sizes.png
Bar = 20 µm.
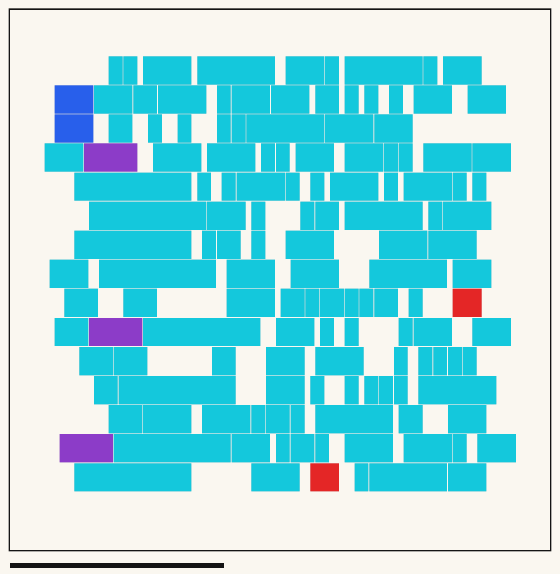
layer_met1.png
Bar = 20 µm. Supply wires on this layer in gray.
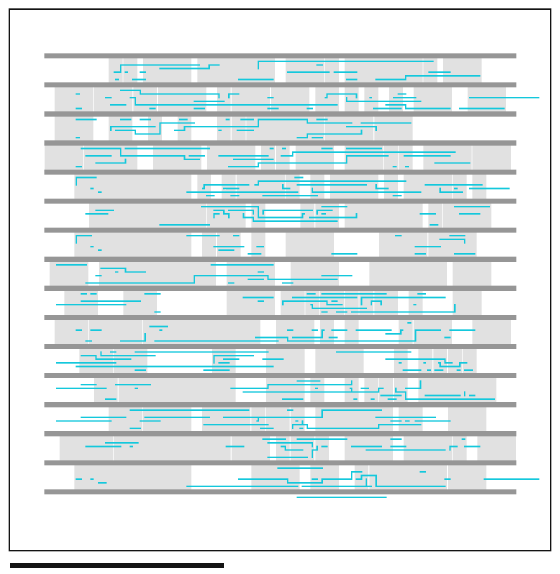
placement.png
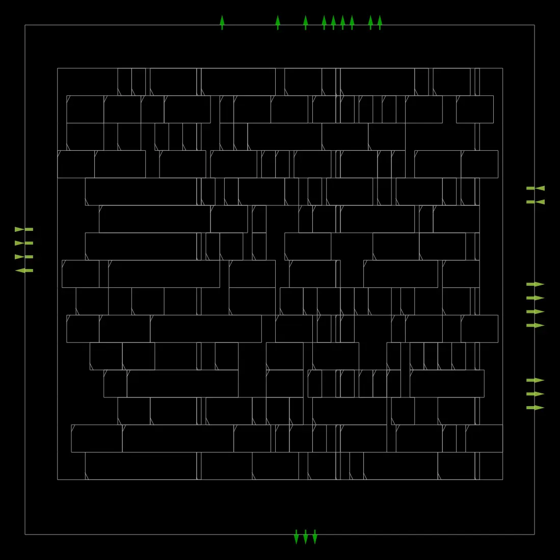
## config.mk

```make
export PLATFORM = sky130hd
export DESIGN_NAME = add_compare_select_unit
export DESIGN_NICKNAME = d
export VERILOG_FILES = /design/src/rtl/add_compare_select_unit_pkg.sv /design/src/rtl/add_compare_select_unit_acs_cell.sv /design/src/rtl/add_compare_select_unit.sv
export SDC_FILE = /design/constraint.sdc
export NUM_CORES = 1
export LEC_CHECK = 0
export CAP_MARGIN = 10
export CORE_MARGIN = 3
export CORE_UTILIZATION = 53
export CTS_BUF_LIST = sky130_fd_sc_hd__clkbuf_8 sky130_fd_sc_hd__clkbuf_16
export CTS_CLUSTER_DIAMETER = 60
export DETAILED_ROUTE_END_ITERATION = 12
export PLACE_DENSITY = 0.81
export SLEW_MARGIN = 20
export SYNTH_ARGS = -nofsm -noshare
export SYNTH_HDL_FRONTEND = slang
export SYNTH_HIERARCHICAL = 1
export SYNTH_SLANG_ARGS = --single-unit
```

## constraint.sdc

```tcl
create_clock -name i_clk -period 4.34 [get_ports i_clk]
set_input_delay 0.651 -clock i_clk [delete_from_list [all_inputs] [get_ports i_clk]]
set_output_delay 0.651 -clock i_clk [all_outputs]
set_load 0.03 [all_outputs]
```

## src/rtl/add_compare_select_unit_pkg.sv

```systemverilog
// Shared trellis description for the 4-state ACS: state count, predecessor/branch tables, helpers.
// Pure constants and functions; no latency, no flow control.
package add_compare_select_unit_pkg;

   localparam int NUM_STATES = 4;

   // Candidate A/B of state s: PM[PRED_x[s]] + BM[BM_x[s]]
   localparam int PRED_A [NUM_STATES] = '{0, 2, 0, 2};
   localparam int PRED_B [NUM_STATES] = '{1, 3, 1, 3};
   localparam int BM_A   [NUM_STATES] = '{0, 2, 3, 1};
   localparam int BM_B   [NUM_STATES] = '{3, 1, 0, 2};

   function automatic int unsigned sat(input int unsigned v, input int unsigned max_v);
      return (v > max_v) ? max_v : v;
   endfunction

   function automatic int unsigned min2(input int unsigned a, input int unsigned b);
      return (a < b) ? a : b;
   endfunction

endpackage

```

## src/rtl/add_compare_select_unit_acs_cell.sv

```systemverilog
// One ACS butterfly half: two saturating adds, compare, select and decision bit.
// Purely combinational (0 cycles); no backpressure.
module acs_cell #(
   parameter int SIZE_DATA = 2
) (
   input  logic [SIZE_DATA-1:0] pm_a,
   input  logic [SIZE_DATA-1:0] bm_a,
   input  logic [SIZE_DATA-1:0] pm_b,
   input  logic [SIZE_DATA-1:0] bm_b,
   output logic [SIZE_DATA-1:0] pm_sel,
   output logic                 dec
);
   import add_compare_select_unit_pkg::*;

   localparam int unsigned MAX_U = (2**SIZE_DATA) - 1;

   logic [SIZE_DATA:0]   sum_a;
   logic [SIZE_DATA:0]   sum_b;
   logic [SIZE_DATA-1:0] sat_a;
   logic [SIZE_DATA-1:0] sat_b;

   assign sum_a = {1'b0, pm_a} + {1'b0, bm_a};
   assign sum_b = {1'b0, pm_b} + {1'b0, bm_b};
   assign sat_a = SIZE_DATA'(sat(32'(sum_a), MAX_U));
   assign sat_b = SIZE_DATA'(sat(32'(sum_b), MAX_U));

   // Strict compare so a tie keeps the first candidate
   assign dec    = (sat_b < sat_a);
   assign pm_sel = dec ? sat_b : sat_a;

endmodule

```

## src/rtl/add_compare_select_unit.sv

```systemverilog
// 4-state add-compare-select: combinational BM/decisions, path metrics registered with 1-cycle latency
// when i_valid is high (held otherwise); ACS_NORMALIZE_EN rebases metrics so the minimum is 0.
module add_compare_select_unit #(
   parameter int SIZE_DATA = 2
) (
   input  logic                 i_clk,
   input  logic                 i_rst,
   input  logic                 i_valid,
   input  logic [1:0]           i_data,
   output logic [SIZE_DATA-1:0] o_BM_0,
   output logic [SIZE_DATA-1:0] o_BM_1,
   output logic [SIZE_DATA-1:0] o_BM_2,
   output logic [SIZE_DATA-1:0] o_BM_3,
   output logic [SIZE_DATA-1:0] o_PM_0,
   output logic [SIZE_DATA-1:0] o_PM_1,
   output logic [SIZE_DATA-1:0] o_PM_2,
   output logic [SIZE_DATA-1:0] o_PM_3,
   output logic [3:0]           o_dec
);
   import add_compare_select_unit_pkg::*;

   localparam logic [SIZE_DATA-1:0] PM_MAX = '1;

   logic [SIZE_DATA-1:0]  bm     [NUM_STATES];
   logic [SIZE_DATA-1:0]  pm_q   [NUM_STATES];
   logic [SIZE_DATA-1:0]  pm_sel [NUM_STATES];
   logic [SIZE_DATA-1:0]  pm_d   [NUM_STATES];
   logic [NUM_STATES-1:0] dec_w;

   // Hamming distance between the received pair and codeword k
   for (genvar k = 0; k < NUM_STATES; k++) begin : g_bm
      localparam logic [1:0] CW = 2'(k);
      assign bm[k] = SIZE_DATA'(i_data[0] ^ CW[0]) + SIZE_DATA'(i_data[1] ^ CW[1]);
   end

   for (genvar s = 0; s < NUM_STATES; s++) begin : g_acs
      acs_cell #(
         .SIZE_DATA (SIZE_DATA)
      ) u_acs_cell (
         .pm_a   (pm_q[PRED_A[s]]),
         .bm_a   (bm[BM_A[s]]),
         .pm_b   (pm_q[PRED_B[s]]),
         .bm_b   (bm[BM_B[s]]),
         .pm_sel (pm_sel[s]),
         .dec    (dec_w[s])
      );
   end

`ifdef ACS_NORMALIZE_EN
   logic [SIZE_DATA-1:0] pm_min;

   always_comb begin
      pm_min = SIZE_DATA'(min2(min2(32'(pm_sel[0]), 32'(pm_sel[1])),
                               min2(32'(pm_sel[2]), 32'(pm_sel[3]))));
      for (int s = 0; s < NUM_STATES; s++) begin
         pm_d[s] = pm_sel[s] - pm_min;
      end
   end
`else
   always_comb begin
      for (int s = 0; s < NUM_STATES; s++) begin
         pm_d[s] = pm_sel[s];
      end
   end
`endif

   // State 0 is the known start state; all others begin at the worst metric
   always_ff @(posedge i_clk) begin
      if (i_rst) begin
         pm_q[0] <= '0;
         for (int s = 1; s < NUM_STATES; s++) begin
            pm_q[s] <= PM_MAX;
         end
      end else if (i_valid) begin
         for (int s = 0; s < NUM_STATES; s++) begin
            pm_q[s] <= pm_d[s];
         end
      end
   end

   assign o_BM_0 = bm[0];
   assign o_BM_1 = bm[1];
   assign o_BM_2 = bm[2];
   assign o_BM_3 = bm[3];
   assign o_PM_0 = pm_q[0];
   assign o_PM_1 = pm_q[1];
   assign o_PM_2 = pm_q[2];
   assign o_PM_3 = pm_q[3];
   assign o_dec  = dec_w;

endmodule

```

==> metrics.log <==
[flow] collecting metrics
INFO  metric layout.area.seq = 240 µm²
INFO  metric critical-path-slowest-cell = sky130_fd_sc_hd__clkdlybuf4s50_1
INFO  metric timing.critical_path.from_type = primary input
INFO  metric largest_reg_flops = 8
INFO  metric r2r.worst_path.cells = 8
INFO  metric maxCapViolCount = 0
INFO  metric path_buffers = 5
INFO  metric drc = 0
INFO  metric finalSetupViolCount = 0
INFO  metric path_clk_slew = 0.04 ns
INFO  metric cells_in_synth_stat_txt = 114
INFO  metric clock-root-buffer = sky130_fd_sc_hd__clkbuf_8
INFO  metric setup_slack_reg_to_reg = 1.90 ns
INFO  metric coreArea = 1800 µm²
INFO  metric cts-htree-levels = 1
INFO  metric dpl.hpwl = 1.77 mm
INFO  metric layout.cells.largest_class = logic gates
INFO  metric reg.largest.list = pm_q: 8 flops
INFO  metric max_freq = 253 MHz
INFO  metric p_per_area = 377 nW/µm²
INFO  metric drt_wl_total = 1.98 mm
INFO  metric synth_cell_types = 14
INFO  metric avgViaCountPerCell = 4.87
INFO  metric ctsLongestPathBuffers = 2
INFO  metric drive_above_1_share = 5.04%
INFO  metric post_synth_inst_count = 114
INFO  metric grt_usage = 18.9%
INFO  metric worst-endpoint-required = 3.69 ns
INFO  metric log.warning_count = 33
INFO  metric cts_made_buffers = 3
INFO  metric regMostFlops = pm_q
INFO  metric timing.slew.headroom = 77.3%
INFO  metric number_of_global_route_vias_before_repair = 838
INFO  metric power.leakage = 0.000703 µW
INFO  metric tritoncts = yes
INFO  metric logic_area = 649 µm²
INFO  metric yosysWarnings = 6
INFO  metric place_congestion = 0.758
INFO  metric crit_path_time_final = 3.95 ns
INFO  metric area_leaders = sky130_fd_sc_hd__ha_1, sky130_fd_sc_hd__edfxtp_1, sky130_fd_sc_hd__fa_1
INFO  metric worst_r2r_startpoint = pm_q[2][0]
INFO  metric fp_util = 58.3%
INFO  metric grt_max_degree = 10
INFO  metric crit-reg2reg-capture = pm_q[1][0]
INFO  metric synthMostInstantiatedCell = sky130_fd_sc_hd__inv_1
INFO  metric yosys_area = 1050 µm²
INFO  metric design.final.nets = 174
INFO  metric netlist_area = 1050 µm²
INFO  metric floorplan.nets = 147
INFO  metric critical_path_cell_count = 12
INFO  metric clockBufferCount = 3
INFO  metric highest_ir_drop_seen_on_vdd = 0.329 mV
INFO  metric finalCritPeriodShare = 91.0%
INFO  metric grt_antenna_before_repair = 0
INFO  metric cp_slowest_stage_delay = 0.51 ns
INFO  metric critical_path_peak_fanout = 7
INFO  metric num_io_pins = 25
INFO  metric io_buffer_count = 24
INFO  metric hold_path_startpoint = pm_q[1][0]
INFO  metric status = completed
INFO  metric clock_cell_area_share = 3.06%
INFO  metric globalRoute.totalOverflow = 0
INFO  metric hold_path.class = reg2reg
INFO  metric die_height = 50.5 µm
INFO  metric synth_sequential_area_ratio = 22.9%
INFO  metric yosys.area.top_type_share = 23.8%
Notes on sizes.png above:
Key: _2 cells = blue [cells 2, share 1.4%, most used and3b_2]; _3 and _4 cells = red [cells 2, share 1.4%, most used buf_4]; _0 and _1 cells = cyan [cells 132, share 95%, most used inv_1]; _6 and larger = purple [cells 3, share 2.2%, most used clkbuf_8]
number of non-clock buffers in the layout: 24
worst path setup slack after routing: 0.389 ns
Area Overhead vs Synth: 28.3%
post-layout instance area: 1350 µm²

Notes on layer_met1.png above:
The longest straight run is 18.9 µm. The layer carries 893 µm of wire.

Notes on placement.png above:
final standard cell count with taps included and fillers excluded: 164
Rows: 15
register share of the cell area: 17.8%
TAP cells: 25
layout sequential cell count: 8

## power breakdown
group	total (µW)	leakage (µW)	internal (µW)	switching, µW
Clock	85.1	0.0000216	59.7	25.4
Sequential	104	0.0000715	96.4	7.41
Combinational	320	0.000610	138	182
## cell families after synthesis
kind of cell / synth area share (%)
flip-flops: 22.9
buffers and inverters: 15.4
adder cells (fa/ha/maj): 39.0
AND-OR/OR-AND: 6.19
AND/OR/NAND/NOR: 16.5
## metal layers
layer | vias to the layer above | share of wire [%] | GRT usage [%]
met5 | - | 0 | 0
met4 | 0 | 1.8 | 8.07
met3 | 5 | 3.7 | 2.67
met2 | 16 | 49 | 32.8
met1 | 377 | 45 | 23.3
li1 | 401 | - | -
## worst max-delay path by stage
| stage | startpoint | slack [ns] | end |
|---|---|---|---|
| 4_1_cts | i_data[0] | 0.09 | o_dec[2] |
| 5_1_grt | i_data[0] | 0.20 | o_dec[3] |
| 3_5_place_dp | i_data[0] | 0.1 | o_dec[2] |
| 2_1_floorplan | i_data[0] | 0.66 | o_dec[3] |
| 6_report | i_data[0] | 0.39 | o_dec[3] |
| 3_3_place_gp | i_data[0] | 0.18 | o_dec[2] |
## metrics by stage
step	instances	instance area (µm²)	hold WS [ns]	total power (µW)
floorplan	114	1050	0.831	324
CTS	164	1340	0.900	516
global route	164	1350	0.940	557
detailed placement	161	1300	0.892	427
finish	164	1350	0.894	509
global placement	161	1300	0.880	415
## cell usage in the layout, fill, tap and decap left out, drive strengths merged, types with 6 or more instances in the layout
master	instances
fa	8
inv	39
ha	20
or3b	6
edfxtp	8
clkdlybuf4s50	20
nand2	8
## timing repair
action                     in CTS  in global routing
gates resized                   0                  2
hold endpoints to repair        0                  0
hold buffers                    0                  0
setup endpoints to repair       0                  2
setup buffers                   0                  0
Power is estimated from default activity; no workload was simulated.
